`src/rtl/eer_pkg.sv`:
```
// Shared definitions for the receive-side parser: word width, header type
// codes, packet lengths, parser state encoding and the saturating increment.
package eer_pkg;

    localparam int WORD_WIDTH = 16;

    localparam logic [3:0] TYPE_HB    = 4'h1;
    localparam logic [3:0] TYPE_CHADV = 4'h2;

    // Packet lengths in words, header included.
    localparam int HB_WORDS    = 2;
    localparam int CHADV_WORDS = 4;

    typedef enum logic [2:0] {
        S_IDLE,
        S_HB1,
        S_ADV1,
        S_ADV2,
        S_ADV3,
        S_EMIT_HB,
        S_EMIT_ADV,
        S_DROP
    } parser_state_t;

    // Unsigned +1 that sticks at all-ones instead of wrapping.
    function automatic logic [WORD_WIDTH-1:0] sat_inc(input logic [WORD_WIDTH-1:0] v);
        return (v == '1) ? v : v + WORD_WIDTH'(1);
    endfunction

    // Where a header word sends the parser.
    function automatic parser_state_t hdr_next_state(input logic [3:0] hdr_type);
        case (hdr_type)
            TYPE_HB:    return S_HB1;
            TYPE_CHADV: return S_ADV1;
            default:    return S_DROP;
        endcase
    endfunction

endpackage

```
`src/rtl/ch_adv_parser.sv`:
```
// Receive-side packet parser feeding the known-cluster-head selector.
// Splits the 16-bit receive stream into heartbeat (HB) and CH advertisement
// (CHADV) packets and emits one-cycle en_KCH / HB_reset pulses with fields.
// Optional feature: define CHADV_DROP_STATS_EN to add the drop_count port
// (unknown headers, truncated packets and self-advertisements).
module ch_adv_parser
    import eer_pkg::*;
(
    input  logic                  clk,
    input  logic                  nrst,
    input  logic [WORD_WIDTH-1:0] my_nodeID,
    input  logic                  rx_valid,
    input  logic                  rx_sop,
    input  logic [WORD_WIDTH-1:0] rx_word,
    output logic                  rx_ready,
    output logic                  en_KCH,
    output logic [WORD_WIDTH-1:0] fCH_ID,
    output logic [WORD_WIDTH-1:0] fCH_Hops,
    output logic [WORD_WIDTH-1:0] fCH_QValue,
    output logic                  HB_reset,
    output logic [WORD_WIDTH-1:0] HB_CHlimit
`ifdef CHADV_DROP_STATS_EN
   ,output logic [WORD_WIDTH-1:0] drop_count
`endif
);

    parser_state_t state_q, state_d;

    // Scratch captures for the packet in flight; published only on completion
    // so the field buses never show a partial or rejected advertisement.
    logic [WORD_WIDTH-1:0] id_q, id_d;
    logic [WORD_WIDTH-1:0] hops_q, hops_d;

    logic [WORD_WIDTH-1:0] fch_id_q, fch_id_d;
    logic [WORD_WIDTH-1:0] fch_hops_q, fch_hops_d;
    logic [WORD_WIDTH-1:0] fch_qv_q, fch_qv_d;
    logic [WORD_WIDTH-1:0] hb_limit_q, hb_limit_d;

    logic       xfer;
    logic       hdr_xfer;
    logic       self_adv;
    logic [3:0] hdr_type;

    assign rx_ready = (state_q != S_EMIT_HB) && (state_q != S_EMIT_ADV);
    assign xfer     = rx_valid && rx_ready;
    assign hdr_xfer = xfer && rx_sop;
    assign hdr_type = rx_word[WORD_WIDTH-1 -: 4];
    assign self_adv = (id_q == my_nodeID);

    assign en_KCH     = (state_q == S_EMIT_ADV);
    assign HB_reset   = (state_q == S_EMIT_HB);
    assign fCH_ID     = fch_id_q;
    assign fCH_Hops   = fch_hops_q;
    assign fCH_QValue = fch_qv_q;
    assign HB_CHlimit = hb_limit_q;

    // Next-state and field capture; a header anywhere outside EMIT restarts parsing.
    always_comb begin
        // NOTE: every signal gets a default before the case so no path leaves it unassigned (no latch).
        state_d    = state_q;
        id_d       = id_q;
        hops_d     = hops_q;
        fch_id_d   = fch_id_q;
        fch_hops_d = fch_hops_q;
        fch_qv_d   = fch_qv_q;
        hb_limit_d = hb_limit_q;

        case (state_q)
            S_IDLE, S_DROP: begin
                if (hdr_xfer) state_d = hdr_next_state(hdr_type);
            end
            S_HB1: begin
                if (hdr_xfer) begin
                    state_d = hdr_next_state(hdr_type);
                end else if (xfer) begin
                    hb_limit_d = rx_word;
                    state_d    = S_EMIT_HB;
                end
            end
            S_ADV1: begin
                if (hdr_xfer) begin
                    state_d = hdr_next_state(hdr_type);
                end else if (xfer) begin
                    id_d    = rx_word;
                    state_d = S_ADV2;
                end
            end
            S_ADV2: begin
                if (hdr_xfer) begin
                    state_d = hdr_next_state(hdr_type);
                end else if (xfer) begin
                    hops_d  = rx_word;
                    state_d = S_ADV3;
                end
            end
            S_ADV3: begin
                if (hdr_xfer) begin
                    state_d = hdr_next_state(hdr_type);
                end else if (xfer) begin
                    if (self_adv) begin
                        state_d = S_IDLE;
                    end else begin
                        fch_id_d   = id_q;
                        fch_hops_d = sat_inc(hops_q);
                        fch_qv_d   = rx_word;
                        state_d    = S_EMIT_ADV;
                    end
                end
            end
            S_EMIT_HB, S_EMIT_ADV: state_d = S_IDLE;
            default:               state_d = S_IDLE;
        endcase
    end

    // State and field registers.
    always_ff @(posedge clk or negedge nrst) begin
        if (!nrst) begin
            state_q    <= S_IDLE;
            id_q       <= '0;
            hops_q     <= '0;
            fch_id_q   <= '0;
            fch_hops_q <= '1;
            fch_qv_q   <= '0;
            hb_limit_q <= '0;
        end else begin
            // NOTE: non-blocking assignments so every register samples pre-edge values.
            state_q    <= state_d;
            id_q       <= id_d;
            hops_q     <= hops_d;
            fch_id_q   <= fch_id_d;
            fch_hops_q <= fch_hops_d;
            fch_qv_q   <= fch_qv_d;
            hb_limit_q <= hb_limit_d;
        end
    end

`ifdef CHADV_DROP_STATS_EN
    logic [WORD_WIDTH-1:0] drop_q, drop_d;
    logic                  hdr_unknown;
    logic                  truncated;
    logic                  self_drop;

    // Drop events; a truncation by an unknown header counts as two drops.
    always_comb begin
        hdr_unknown = hdr_xfer && (hdr_type != TYPE_HB) && (hdr_type != TYPE_CHADV);
        truncated   = hdr_xfer && (state_q inside {S_HB1, S_ADV1, S_ADV2, S_ADV3});
        self_drop   = xfer && !rx_sop && (state_q == S_ADV3) && self_adv;
        drop_d      = drop_q;
        if (truncated)                drop_d = sat_inc(drop_d);
        if (hdr_unknown || self_drop) drop_d = sat_inc(drop_d);
    end

    // Saturating drop counter, cleared only by reset.
    always_ff @(posedge clk or negedge nrst) begin
        if (!nrst) drop_q <= '0;
        else       drop_q <= drop_d;
    end

    assign drop_count = drop_q;
`endif

endmodule

```
`config.mk`:
```
export PLATFORM = sky130hd
export DESIGN_NAME = ch_adv_parser
export DESIGN_NICKNAME = d
export VERILOG_FILES = /design/src/rtl/eer_pkg.sv /design/src/rtl/ch_adv_parser.sv
export SDC_FILE = /design/constraint.sdc
export NUM_CORES = 1
export LEC_CHECK = 0
export ABC_AREA = 1
export CORE_MARGIN = 10
export CORE_UTILIZATION = 55
export DETAILED_ROUTE_END_ITERATION = 10
export DONT_BUFFER_PORTS = 1
export MAX_ROUTING_LAYER = met4
export PLACE_DENSITY = 0.71
export SETUP_SLACK_MARGIN = 0.2
export SYNTH_ARGS = -nofsm -noshare
export SYNTH_HDL_FRONTEND = slang
export SYNTH_SLANG_ARGS = --single-unit
```
`constraint.sdc`:
```
create_clock -name clk -period 1.8 [get_ports clk]
set_clock_uncertainty 0.05 [all_clocks]
set_input_delay 0.36 -clock clk [delete_from_list [all_inputs] [get_ports clk]]
set_output_delay 0.36 -clock clk [all_outputs]
set_load 0.01 [all_outputs]
```
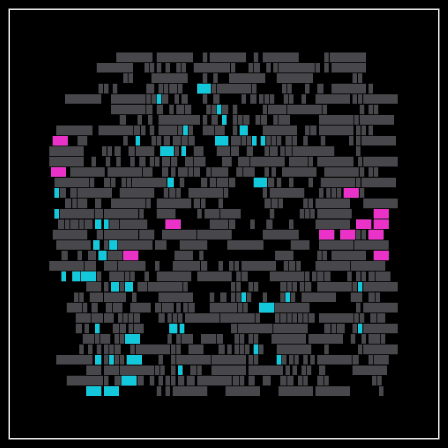
**Above:** run 1 (gate-type map).
Magenta stands for multiplexers, cells 12, most used mux2_2. Cyan stands for NOR gates, cells 44, most used nor2_1.
non-filler cells in the finished layout: 701
dominant logic cell type in the layout: nand2_1
Comb/total area: 36.8%

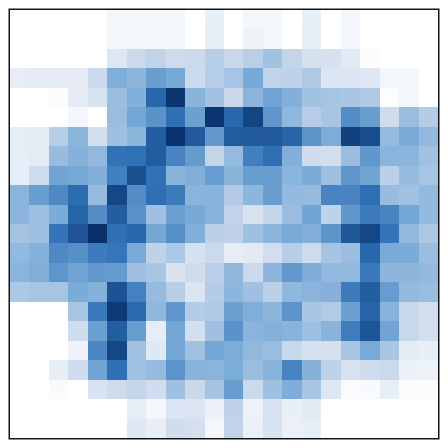
**Above:** run 1 (signal metal coverage by tile).
The die is cut into 22 by 22 equal tiles; white is low, dark blue is high, scaled to the fullest tile. Values are wire area over tile area, all layers added.
The densest ninth of the die: left middle. The emptiest ninth of the die: top left. 25% of the tiles are over half the peak. 17% of the tiles are nearly empty. The mean over all tiles is 0.17.
WL final: 12.5 mm
GR Util All Layers: 19.1%

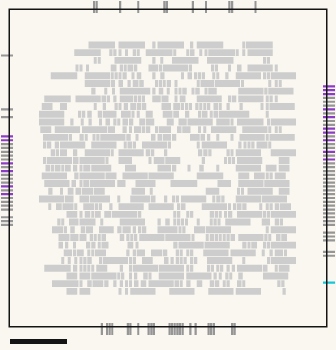
**Above:** run 1 (I/O pins on the die edge).
The bar under the picture is 20 µm long. Pins as bars across the die edge, other pins in gray.
Cyan stands for nrst, pins 1, direction input, edge right. Purple stands for fCH_QValue, pins 16, direction output, edge 10 right, 6 left.
die x size: 112 µm
die y size: 112 µm
I/O Buffers: 0

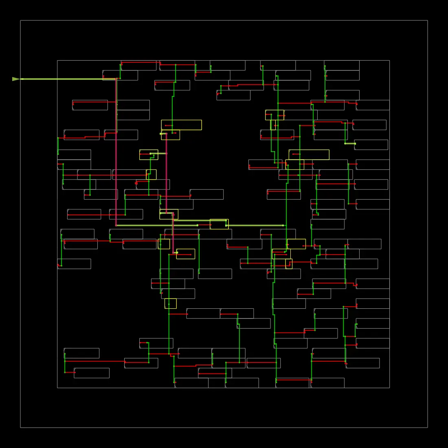
**Above:** run 1 (clock routing).
Inserted Clock Buffers: 9
Clock Buffer Count: 10
clock sink count: 99
flip-flops: 99
clk latency late pin: 0.35 ns

==> results.json, run 1 <==
{
  "status": "complete, but fails checks",
  "violations": "negative hold slack",
  "hold_slack_ns": -0.366,
  "rsz0062_at_grt": "yes",
  "boundaryPins": 103,
  "p_clk_mw": 1.55,
  "power.share.combinational_pct": 33.4,
  "root_buffer": "clkbuf_8",
  "path_clk_slew_ns": 0.10,
  "crit_buf_inv": 1,
  "seq_power_share_pct": 50.0,
  "area_growth_syn_to_layout_pct": 17.0,
  "vias": 3820,
  "cts_resized": 24,
  "vias_per_cell": 5.45,
  "busiest_layer": "met2",
  "yosysTopAreaCell": "dfrtp_1",
  "met3_usage_pct": 8.70,
  "maxPowerGroup": "sequential cells",
  "synth_warnings": 0,
  "switching_share_pct": 41.1,
  "wl_met2_mm": 5.57,
  "syn_inst": 574,
  "nNetsFinal": 628,
  "netlist_area_um2": 4620,
  "critPathArrivalTime_ns": 1.94,
  "crit_path_end_kind": "flop",
  "finish.utilization_pct": 66.1,
  "ant_nets": 0,
  "p_seq_mw": 4.67,
  "avgSynthCellArea_um2": 8.04,
  "worstPathMaxFanout": 16,
  "yosys_cells": 574,
  "ys_ff": 99,
  "required_ns": 2.02,
  "p_switching_mw": 3.85,
  "hold_viol_final": 99
}
## run 1: through the flow
step,setup TNS (ns),setup slack (ns),std cells,total power [mW]
after global placement,0,0.0894,674,7.10
final,0,0.0750,701,9.35
after floorplan,0,0.214,574,6.34
after global routing,-0.114,-0.0167,701,10.1
after CTS,0,0.157,691,8.90
after detailed placement,0,0.0642,674,7.18
## run 1: synth_stat cells (6+ instances only)
cell	count
nand2_1	226
o21ai_1	12
inv_1	62
dfstp_2	16
mux2_2	12
nor3_1	8
nor2_1	36
o21ai_0	52
dfrtp_1	83
a21oi_1	6
buf_2	6
nand3_1	21
clkbuf_1	7
nand4_1	7
## run 1: area by class of cell
class,instances,area share [%]
clock buffer,10,2.36
tap,105,2.43
clock inverter,6,1.67
sequential,99,46.3
multi-input combinational,392,36.8
inverter,64,4.68
timing repair buffer,25,5.83
## run 1: logic make-up after synthesis
| family | synth area share (%) |
|---|---|
| mux | 2.93 |
| fa+ha+maj | 0.271 |
| xor+xnor | 1.14 |
| buf+inv | 7.86 |
| flops | 54.1 |
| simple gates | 25.7 |
| compound gates | 8.05 |
## run 1: worst paths after layout
kind                                          from                         to  slack [ns]  cells after the start
setup / recovery            state_q[0]$_DFFE_PN0P_      fCH_ID[2]$_DFFE_PN0P_        0.08                      5
hold / removal                                nrst        id_q[5]$_DFFE_PN0P_       -0.37                      0
setup reg to reg            state_q[0]$_DFFE_PN0P_      fCH_ID[2]$_DFFE_PN0P_        0.08                      5
hold reg to reg            fCH_Hops[2]$_DFFE_PN1P_    fCH_Hops[2]$_DFFE_PN1P_        0.45                      2
max in group asynchronous                     nrst   fCH_Hops[15]$_DFFE_PN1P_        1.86                      0
min in group clk                        rx_word[9]  fCH_QValue[9]$_DFFE_PN0P_        0.06                      2
==> inputs of run 2 (changes only) <==
- CORE_MARGIN: 10 -> 3
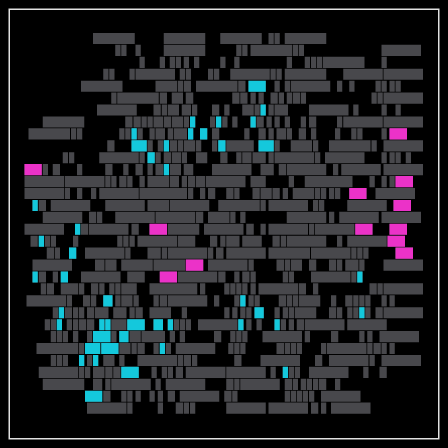
**Above:** run 2 (gate-type map).
non-filler cells in the finished layout: 692
Comb/total area: 36.0%

==> results.json, run 2 <==
{
  "netlist_area_um2": 4620,
  "area_growth_syn_to_layout_pct": 12.9,
  "adder_share_pct": 0.271,
  "die_width_um": 97.6,
  "fin_tns_setup_ns": 0,
  "syn_inst": 574,
  "wl_met2_mm": 5.24,
  "mux_area_share_pct": 2.93,
  "required_ns": 2.02,
  "p_switching_mw": 3.58,
  "mostFrequentLayoutCell": "nand2_1",
  "vias": 3743,
  "ant_nets": 0,
  "hold_viol_final": 99,
  "overflow": 0,
  "status": "complete, but fails checks",
  "clk_latency_ns": 0.36,
  "dp_cells": 670,
  "die_y_um": 97.6,
  "io_buffers": 0,
  "topCellsByArea": "dfrtp_1, nand2_1, dfstp_2",
  "row_count": 32,
  "yosys-top-cells-count": "nand2_1, dfrtp_1, inv_1",
  "seq_power_share_pct": 50.6,
  "crit_path_end_kind": "flop",
  "wirelength_mm": 11.1,
  "yosys_area_um2": 4620,
  "slew_headroom_pct": 72.1,
  "yosysTopAreaCell": "dfrtp_1",
  "aoi_share_pct": 8.05,
  "final_cell_mix": "nand2_1, dfrtp_1, inv_1",
  "switching_share_pct": 39.6,
  "reg2reg_depth": 7,
  "p_seq_mw": 4.58,
  "ys_top_logic_family": "simple AND/OR/NAND/NOR gates",
  "maxPowerGroup": "sequential cells",
  "path_clk_slew_ns": 0.10,
  "critPathArrivalTime_ns": 1.88,
  "busiest_layer": "met2",
  "grtUsageTotal_pct": 23.5,
  "hold_slack_ns": -0.371,
  "rsz0062_at_grt": "yes",
  "fin_ws_ns": 0.141,
  "finish.utilization_pct": 65.8,
  "nNetsFinal": 622,
  "met3_usage_pct": 7.68,
  "p_total_mw": 9.06,
  "boundaryPins": 103,
  "worstPathMaxFanout": 16,
  "synth_warnings": 0,
  "cts_buffers": 9,
  "ys_ff": 99,
  "top_cell": "nand2_1",
  "yosys_cells": 574,
  "clkSinkCount": 99,
  "ys_sh_xor_pct": 1.14,
  "pre_cts_slack_ns": 0.0504,
  "power.share.combinational_pct": 30.6,
  "startpoint": "state_q[1]$_DFFE_PN0P_",
  "synth-simple-area-share_pct": 25.7,
  "avgSynthCellArea_um2": 8.04,
  "violations": "negative hold slack"
}
## run 2: cell types whose count changed in the layout (fill, tap and decap cells not counted), sizes merged
cell / before / now
bufinv: 2 / 3
clkbuf: 13 / 12
clkinv: 4 / 1
clkinvlp: 1 / 2
inv: 63 / 64
buf: 22 / 17
## run 2: cells by family after synthesis
family	after synthesis
AND/OR/NAND/NOR	300
flip-flops	99
buffers and inverters	83
AND-OR/OR-AND	73
adder cells (fa/ha/maj)	1
XOR/XNOR	6
multiplexers	12
## run 2: how the worst max path moves through the flow
stage	to	slack (ns)	depth (start not counted)
6_report	fCH_ID[1]$_DFFE_PN0P_	0.14	7
5_1_grt	fCH_ID[1]$_DFFE_PN0P_	0.04	8
4_1_cts	fCH_ID[1]$_DFFE_PN0P_	0.15	8
3_5_place_dp	fCH_ID[1]$_DFFE_PN0P_	0.05	8
3_3_place_gp	fCH_ID[7]$_DFFE_PN0P_	0.10	8
2_1_floorplan	fCH_ID[0]$_DFFE_PN0P_	0.21	9
## run 2: worst max-delay path: stages (launching register included)
cell	delay (ns)
dfrtp_2	0.47
nor2_4	0.15
nor2_4	0.06
a21oi_2	0.15
nand3_2	0.09
a21o_4	0.26
buf_12	0.16
o21ai_0	0.17
## run 2: area by class of cell
cell class              count  area, µm²  share of cell area, %
flip-flops and latches     99       2500                   48.0
clock buffers              10        128                   2.45
multi-input cells         392       1880                   36.0
well taps                 102        128                   2.45
clock inverters             6        114                   2.18
inverters                  64        249                   4.78
repair buffers             19        219                   4.20
## run 2: timing repair
item                                    in CTS  in global routing
pin swaps                                    4                  4
cloned                                       0                  2
resized                                     25                 24
endpoints found under the setup margin      54                 70
buffers inserted                             4                  0
hold endpoints to repair                    99                 99
No activity file was given, so power comes from the tool's default toggle rates.
